Figure 1. Wiring by layer.
(4 px per micron) Only two layers are drawn.
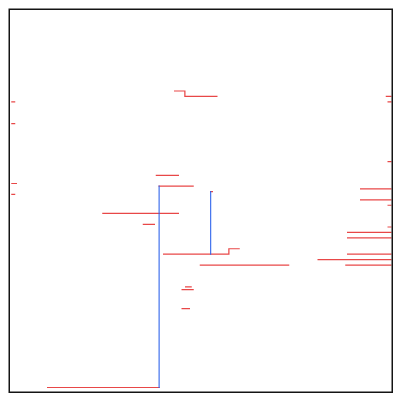
Figure 2. Signal metal coverage by tile.
(4 px per micron) The die is cut into 19 by 19 equal tiles; dark blue is low, red is high, scaled to the fullest tile. Values are wire area over tile area, all layers added.
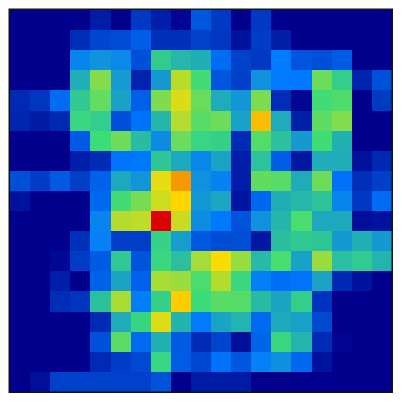
Figure 3. Nets reached from selected ports.
(4 px per micron)
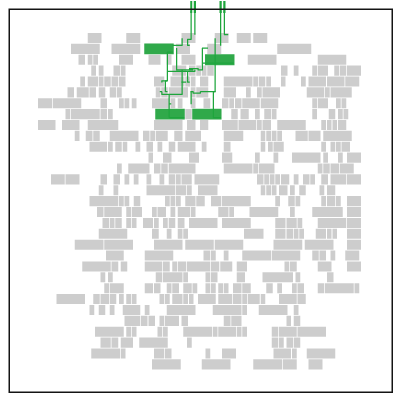
Figure 4. Cell outlines without signal wires.
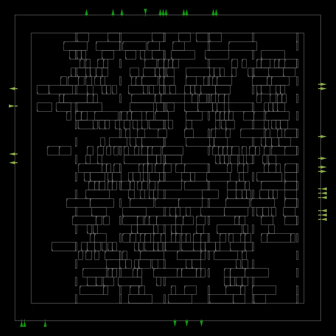
Figure 5. Register map, names as in the netlist.
(6 px per micron) Other sequential cells in the stronger gray, the rest of the logic in the fainter gray.
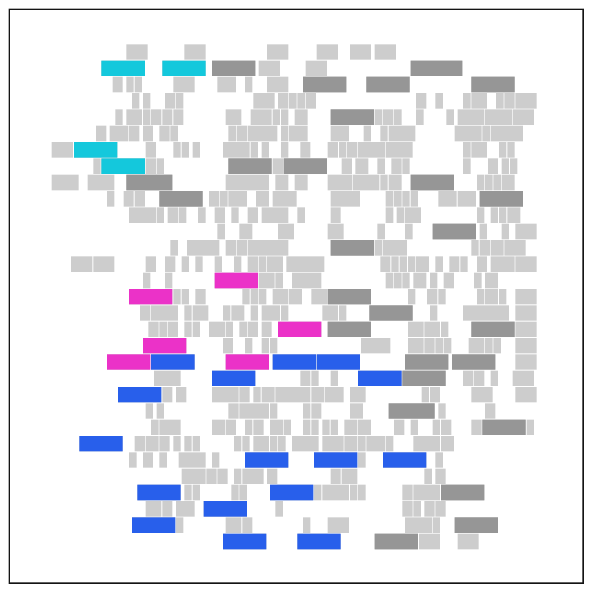
### config.mk
export PLATFORM = sky130hd
export DESIGN_NAME = game_sequencer
export DESIGN_NICKNAME = d
export VERILOG_FILES = /design/src/rtl/game_sequencer.sv
export SDC_FILE = /design/constraint.sdc
export NUM_CORES = 1
export LEC_CHECK = 0
export ABC_AREA = 1
export ABC_CLOCK_PERIOD_IN_PS = 2020
export CAP_MARGIN = 20
export CORE_MARGIN = 5
export CORE_UTILIZATION = 40
export CTS_CLUSTER_SIZE = 25
export DETAILED_ROUTE_END_ITERATION = 7
export GPL_TIMING_DRIVEN = 0
export MAX_ROUTING_LAYER = met4
export REMOVE_ABC_BUFFERS = 1
export SYNTH_ARGS = -nofsm -noshare
export SYNTH_HDL_FRONTEND = slang
export SYNTH_SLANG_ARGS = --single-unit
### constraint.sdc
create_clock -name clk -period 2.02 [get_ports clk]
set_input_delay 0.505 -clock clk [delete_from_list [all_inputs] [get_ports clk]]
set_output_delay 0.505 -clock clk [all_outputs]
set_load 0.02 [all_outputs]
### src/rtl/game_sequencer.sv
// Pong master sequencer: drives the renderer row scan, samples the paddle-neighbour bits
// once per frame and runs the ball/score state machine at each frame boundary.
module game_sequencer #(
    parameter int WIDTH        = 8,
    parameter int BIT_OF_WIDTH = 3,
    parameter int TICK_DIV     = 50000,
    parameter int MOVE_FRAMES  = 4,
    parameter int SERVE_FRAMES = 32,
    parameter int WIN_SCORE    = 9
) (
    input  logic                        clk,
    input  logic                        rst_n,
    input  logic                        start,
    input  logic [WIDTH-1:0]            neighbour,
    output logic [BIT_OF_WIDTH-1:0]     count,
    output logic                        frame_done,
    output logic [2*BIT_OF_WIDTH-1:0]   pos_ball,
    output logic [1:0]                  state,
    output logic [3:0]                  score_top,
    output logic [3:0]                  score_down,
    output logic [1:0]                  miss_pulse
);

    localparam int BW     = BIT_OF_WIDTH;
    localparam int DIV_W  = (TICK_DIV > 2) ? $clog2(TICK_DIV) : 2;
    localparam int FR_MAX = (SERVE_FRAMES > MOVE_FRAMES) ? SERVE_FRAMES : MOVE_FRAMES;
    localparam int FR_W   = (FR_MAX > 1) ? $clog2(FR_MAX + 1) : 1;

    localparam logic [1:0] ST_IDLE  = 2'd0;
    localparam logic [1:0] ST_SERVE = 2'd1;
    localparam logic [1:0] ST_PLAY  = 2'd2;
    localparam logic [1:0] ST_OVER  = 2'd3;

    localparam logic [BW-1:0]    COORD_MIN  = BW'(1);
    localparam logic [BW-1:0]    COORD_MAX  = BW'(WIDTH - 2);
    localparam logic [BW-1:0]    CENTRE     = BW'(WIDTH / 2 - 1);
    localparam logic [BW-1:0]    ROW_FIRST  = '0;
    localparam logic [BW-1:0]    ROW_LAST   = BW'(WIDTH - 1);
    localparam logic [DIV_W-1:0] DIV_LAST   = DIV_W'(TICK_DIV - 1);
    localparam logic [DIV_W-1:0] DIV_SAMPLE = DIV_W'(1);
    localparam logic [FR_W-1:0]  SERVE_LAST = FR_W'(SERVE_FRAMES - 1);
    localparam logic [FR_W-1:0]  MOVE_LAST  = FR_W'(MOVE_FRAMES - 1);
    localparam logic [3:0]       WIN        = 4'(WIN_SCORE);

    logic [DIV_W-1:0] divCnt_q, divCnt_d;
    logic [BW-1:0]    count_q, count_d;
    logic             frameDone_q, frameDone_d;
    logic [2:0]       topNb_q, topNb_d;
    logic [2:0]       botNb_q, botNb_d;
    logic [1:0]       state_q, state_d;
    logic [FR_W-1:0]  frameCnt_q, frameCnt_d;
    logic [BW-1:0]    ballX_q, ballX_d;
    logic [BW-1:0]    ballY_q, ballY_d;
    logic             dxNeg_q, dxNeg_d;
    logic             dyNeg_q, dyNeg_d;
    logic [3:0]       scoreTop_q, scoreTop_d;
    logic [3:0]       scoreDown_q, scoreDown_d;
    logic [1:0]       missPulse_q, missPulse_d;

    logic [BW-1:0]    stepX, stepY;
    logic             stepDxNeg, stepDyNeg;
    logic             missTop, missBot;
    logic [3:0]       scoreTopInc, scoreDownInc;
    logic             unusedNb;

    assign unusedNb = ^neighbour[WIDTH-4:3];

    always_comb begin
        divCnt_d    = divCnt_q + DIV_W'(1);
        count_d     = count_q;
        frameDone_d = 1'b0;
        if (divCnt_q == DIV_LAST) begin
            divCnt_d    = '0;
            count_d     = (count_q == ROW_LAST) ? ROW_FIRST : count_q + BW'(1);
            frameDone_d = (count_q == ROW_LAST);
        end
    end

    // The renderer answers one clock after count moves, so sample on the row's second clock.
    always_comb begin
        topNb_d = topNb_q;
        botNb_d = botNb_q;
        if (frameDone_q) begin
            topNb_d = '0;
            botNb_d = '0;
        end else if (divCnt_q == DIV_SAMPLE) begin
            if (count_q == ROW_FIRST) topNb_d = neighbour[2:0];
            if (count_q == ROW_LAST)  botNb_d = neighbour[WIDTH-1 -: 3];
        end
    end

    always_comb begin
        stepDxNeg = dxNeg_q;
        stepDyNeg = dyNeg_q;
        missTop   = 1'b0;
        missBot   = 1'b0;
        if ((ballX_q == COORD_MIN && dxNeg_q) || (ballX_q == COORD_MAX && !dxNeg_q)) begin
            stepDxNeg = !dxNeg_q;
        end
        if (ballY_q == COORD_MIN && dyNeg_q) begin
            if (topNb_q[1]) begin
                stepDyNeg = 1'b0;
            end else if (stepDxNeg ? topNb_q[0] : topNb_q[2]) begin
                stepDyNeg = 1'b0;
                stepDxNeg = !stepDxNeg;
            end else begin
                missTop = 1'b1;
            end
        end else if (ballY_q == COORD_MAX && !dyNeg_q) begin
            if (botNb_q[1]) begin
                stepDyNeg = 1'b1;
            end else if (stepDxNeg ? botNb_q[0] : botNb_q[2]) begin
                stepDyNeg = 1'b1;
                stepDxNeg = !stepDxNeg;
            end else begin
                missBot = 1'b1;
            end
        end
        // An edge-bit deflection in a corner must not carry the ball through the side wall.
        if ((ballX_q == COORD_MIN && stepDxNeg) || (ballX_q == COORD_MAX && !stepDxNeg)) begin
            stepDxNeg = !stepDxNeg;
        end
        stepX = stepDxNeg ? ballX_q - BW'(1) : ballX_q + BW'(1);
        stepY = stepDyNeg ? ballY_q - BW'(1) : ballY_q + BW'(1);
    end

    assign scoreTopInc  = (scoreTop_q  == WIN) ? WIN : scoreTop_q  + 4'd1;
    assign scoreDownInc = (scoreDown_q == WIN) ? WIN : scoreDown_q + 4'd1;

    always_comb begin
        state_d     = state_q;
        frameCnt_d  = frameCnt_q;
        ballX_d     = ballX_q;
        ballY_d     = ballY_q;
        dxNeg_d     = dxNeg_q;
        dyNeg_d     = dyNeg_q;
        scoreTop_d  = scoreTop_q;
        scoreDown_d = scoreDown_q;
        missPulse_d = 2'b00;
        case (state_q)
            ST_IDLE, ST_OVER: begin
                if (start) begin
                    state_d     = ST_SERVE;
                    frameCnt_d  = '0;
                    scoreTop_d  = '0;
                    scoreDown_d = '0;
                    ballX_d     = CENTRE;
                    ballY_d     = CENTRE;
                    dxNeg_d     = 1'b0;
                    dyNeg_d     = 1'b1;
                end
            end
            ST_SERVE: begin
                if (frameDone_q) begin
                    if (frameCnt_q == SERVE_LAST) begin
                        state_d    = ST_PLAY;
                        frameCnt_d = '0;
                    end else begin
                        frameCnt_d = frameCnt_q + FR_W'(1);
                    end
                end
            end
            ST_PLAY: begin
                if (frameDone_q) begin
                    if (frameCnt_q != MOVE_LAST) begin
                        frameCnt_d = frameCnt_q + FR_W'(1);
                    end else begin
                        frameCnt_d = '0;
                        if (missTop || missBot) begin
                            ballX_d = CENTRE;
                            ballY_d = CENTRE;
                            dxNeg_d = 1'b0;
                            // Next serve heads toward whoever just missed.
                            if (missTop) begin
                                missPulse_d = 2'b01;
                                scoreDown_d = scoreDownInc;
                                dyNeg_d     = 1'b1;
                                state_d     = (scoreDownInc == WIN) ? ST_OVER : ST_SERVE;
                            end else begin
                                missPulse_d = 2'b10;
                                scoreTop_d  = scoreTopInc;
                                dyNeg_d     = 1'b0;
                                state_d     = (scoreTopInc == WIN) ? ST_OVER : ST_SERVE;
                            end
                        end else begin
                            ballX_d = stepX;
                            ballY_d = stepY;
                            dxNeg_d = stepDxNeg;
                            dyNeg_d = stepDyNeg;
                        end
                    end
                end
            end
        endcase
    end

    always_ff @(posedge clk) begin
        if (!rst_n) begin
            divCnt_q    <= '0;
            count_q     <= '0;
            frameDone_q <= 1'b0;
            topNb_q     <= '0;
            botNb_q     <= '0;
            state_q     <= ST_IDLE;
            frameCnt_q  <= '0;
            ballX_q     <= CENTRE;
            ballY_q     <= CENTRE;
            dxNeg_q     <= 1'b0;
            dyNeg_q     <= 1'b1;
            scoreTop_q  <= '0;
            scoreDown_q <= '0;
            missPulse_q <= 2'b00;
        end else begin
            divCnt_q    <= divCnt_d;
            count_q     <= count_d;
            frameDone_q <= frameDone_d;
            topNb_q     <= topNb_d;
            botNb_q     <= botNb_d;
            state_q     <= state_d;
            frameCnt_q  <= frameCnt_d;
            ballX_q     <= ballX_d;
            ballY_q     <= ballY_d;
            dxNeg_q     <= dxNeg_d;
            dyNeg_q     <= dyNeg_d;
            scoreTop_q  <= scoreTop_d;
            scoreDown_q <= scoreDown_d;
            missPulse_q <= missPulse_d;
        end
    end

    assign count      = count_q;
    assign frame_done = frameDone_q;
    assign pos_ball   = {ballX_q, ballY_q};
    assign state      = state_q;
    assign score_top  = scoreTop_q;
    assign score_down = scoreDown_q;
    assign miss_pulse = missPulse_q;

endmodule

==> results.yml <==
# implementation run metrics
status:
  status: "complete, no violations"
cells_and_area:
  nets: 454
  syn2layout_area_growth_pct: 18.8
  mostFrequentLayoutCell: "nand2_1"
  top_register: "divCnt_q"
  stdcell_area_sq_um: 3470
  clock_buffers: 5
  mostFrequentLayoutCells: "nand2_1, inv_1, dfxtp_1, nor2_1, a21oi_1"
  buffers: 35
  regArea_sq_um: 1050
  inv_count: 58
setup_path:
  cp-start-kind: "flop"
  critPathCaptureType: "output port"
  path_buffers: 1
  cp.depth: 1
  required_ps: 1510
  worst-path-max-fanout: 6
  rrSetupSlack_ps: 180
  worstReg2RegEnd: "dxNeg_q"
  crit_path_top_delay_cell: "clkdlybuf4s50_1"
  crit_end: "pos_ball[2]"
die:
  coreArea_sq_um: 7180
pwr:
  power_w: 0.00305
  comb_power_share_pct: 40.7
  pwr.group.combinational_w: 0.00124
  powerClk_w: 0.000612
global_route:
  grt.overflow.total: 0
  antenna_found_initial: 0
  grt_pass1_wl_microns: 10200
  grt_util_met2_pct: 21.7
  grt.met3_usage_pct: 2.45
  grt-busiest-layer: "met2"
clocking:
  cts.repair.resized: 3
  cts_setup_buffers: 3
  path_clk_slew_ps: 90
yosys:
  top_area_share_pct: 35.7
  ys_ff: 52
  ys_seq_share_pct: 35.7
  synth_cell_types: 44
  synth_cells: 388
  syn_area_per_cell_sq_um: 7.52
  synthXorXnorAreaFrac_pct: 1.50
  synth.cell_area_sq_um: 2920
  ys_async_sr_fraction_pct: 0
  synth_top_cell_by_area: "dfxtp_1"
  yosys_warnings: 0
  ys_chip_area_sq_um: 2920
  logic_family: "simple AND/OR/NAND/NOR gates"
place:
  placed_area_sq_um: 3310
  placedCellCount: 513
timing:
  layout_min_cycle_time_ps: 1960
  rsz0062_at_grt: "false"
  setup_viol: 0
  timing.fmax_ghz: 0.511
  hold_viol_final: 0
detailed_routing:
  antenna_left: 0
  first_iter_violations: 104
  topRoutingLayerUsed: "met4"
  first_pass_iters: 4
flow_run:
  tool_warnings: 37
hold_path:
  hold_path.class: "flop to flop"
  min_path_cells: 1
Notes on Figure 1 above:
Blue is met4, wire length 66.0 microns. Red is met3, wire length 208 microns.
average wire per standard cell: 11.5 microns
via count: 2540
Tot GR Track Use: 14.4%

Notes on Figure 2 above:
The emptiest ninth of the die: south-west. 14% of the tiles are over half the peak. The mean over all tiles is 0.10. 26% of the tiles are nearly empty. The densest ninth of the die: center. The fullest tile reaches 0.45.
final wirelength: 6050 microns

Notes on Figure 3 above:
Green is score_down, bits 4, direction output, end cells 4, buffers 4, wire 143 microns.
I/O pin total: 33
I/O Buffers: 30

Notes on Figure 4 above:
post-route insts no fill: 526
Tapcells: 99
sequential fraction of total cell area: 30.2%
final sequential cell count: 52
Core Util, Final: 48.3%

Notes on Figure 5 above:
Cyan is score_top, flops 4, where north-west. Blue is divCnt_q, flops 16. Magenta is frameCnt_q, flops 6.
Another 26 sequential cells are not colored.

Power figures rest on the tool's default switching activity, not on a simulated workload.
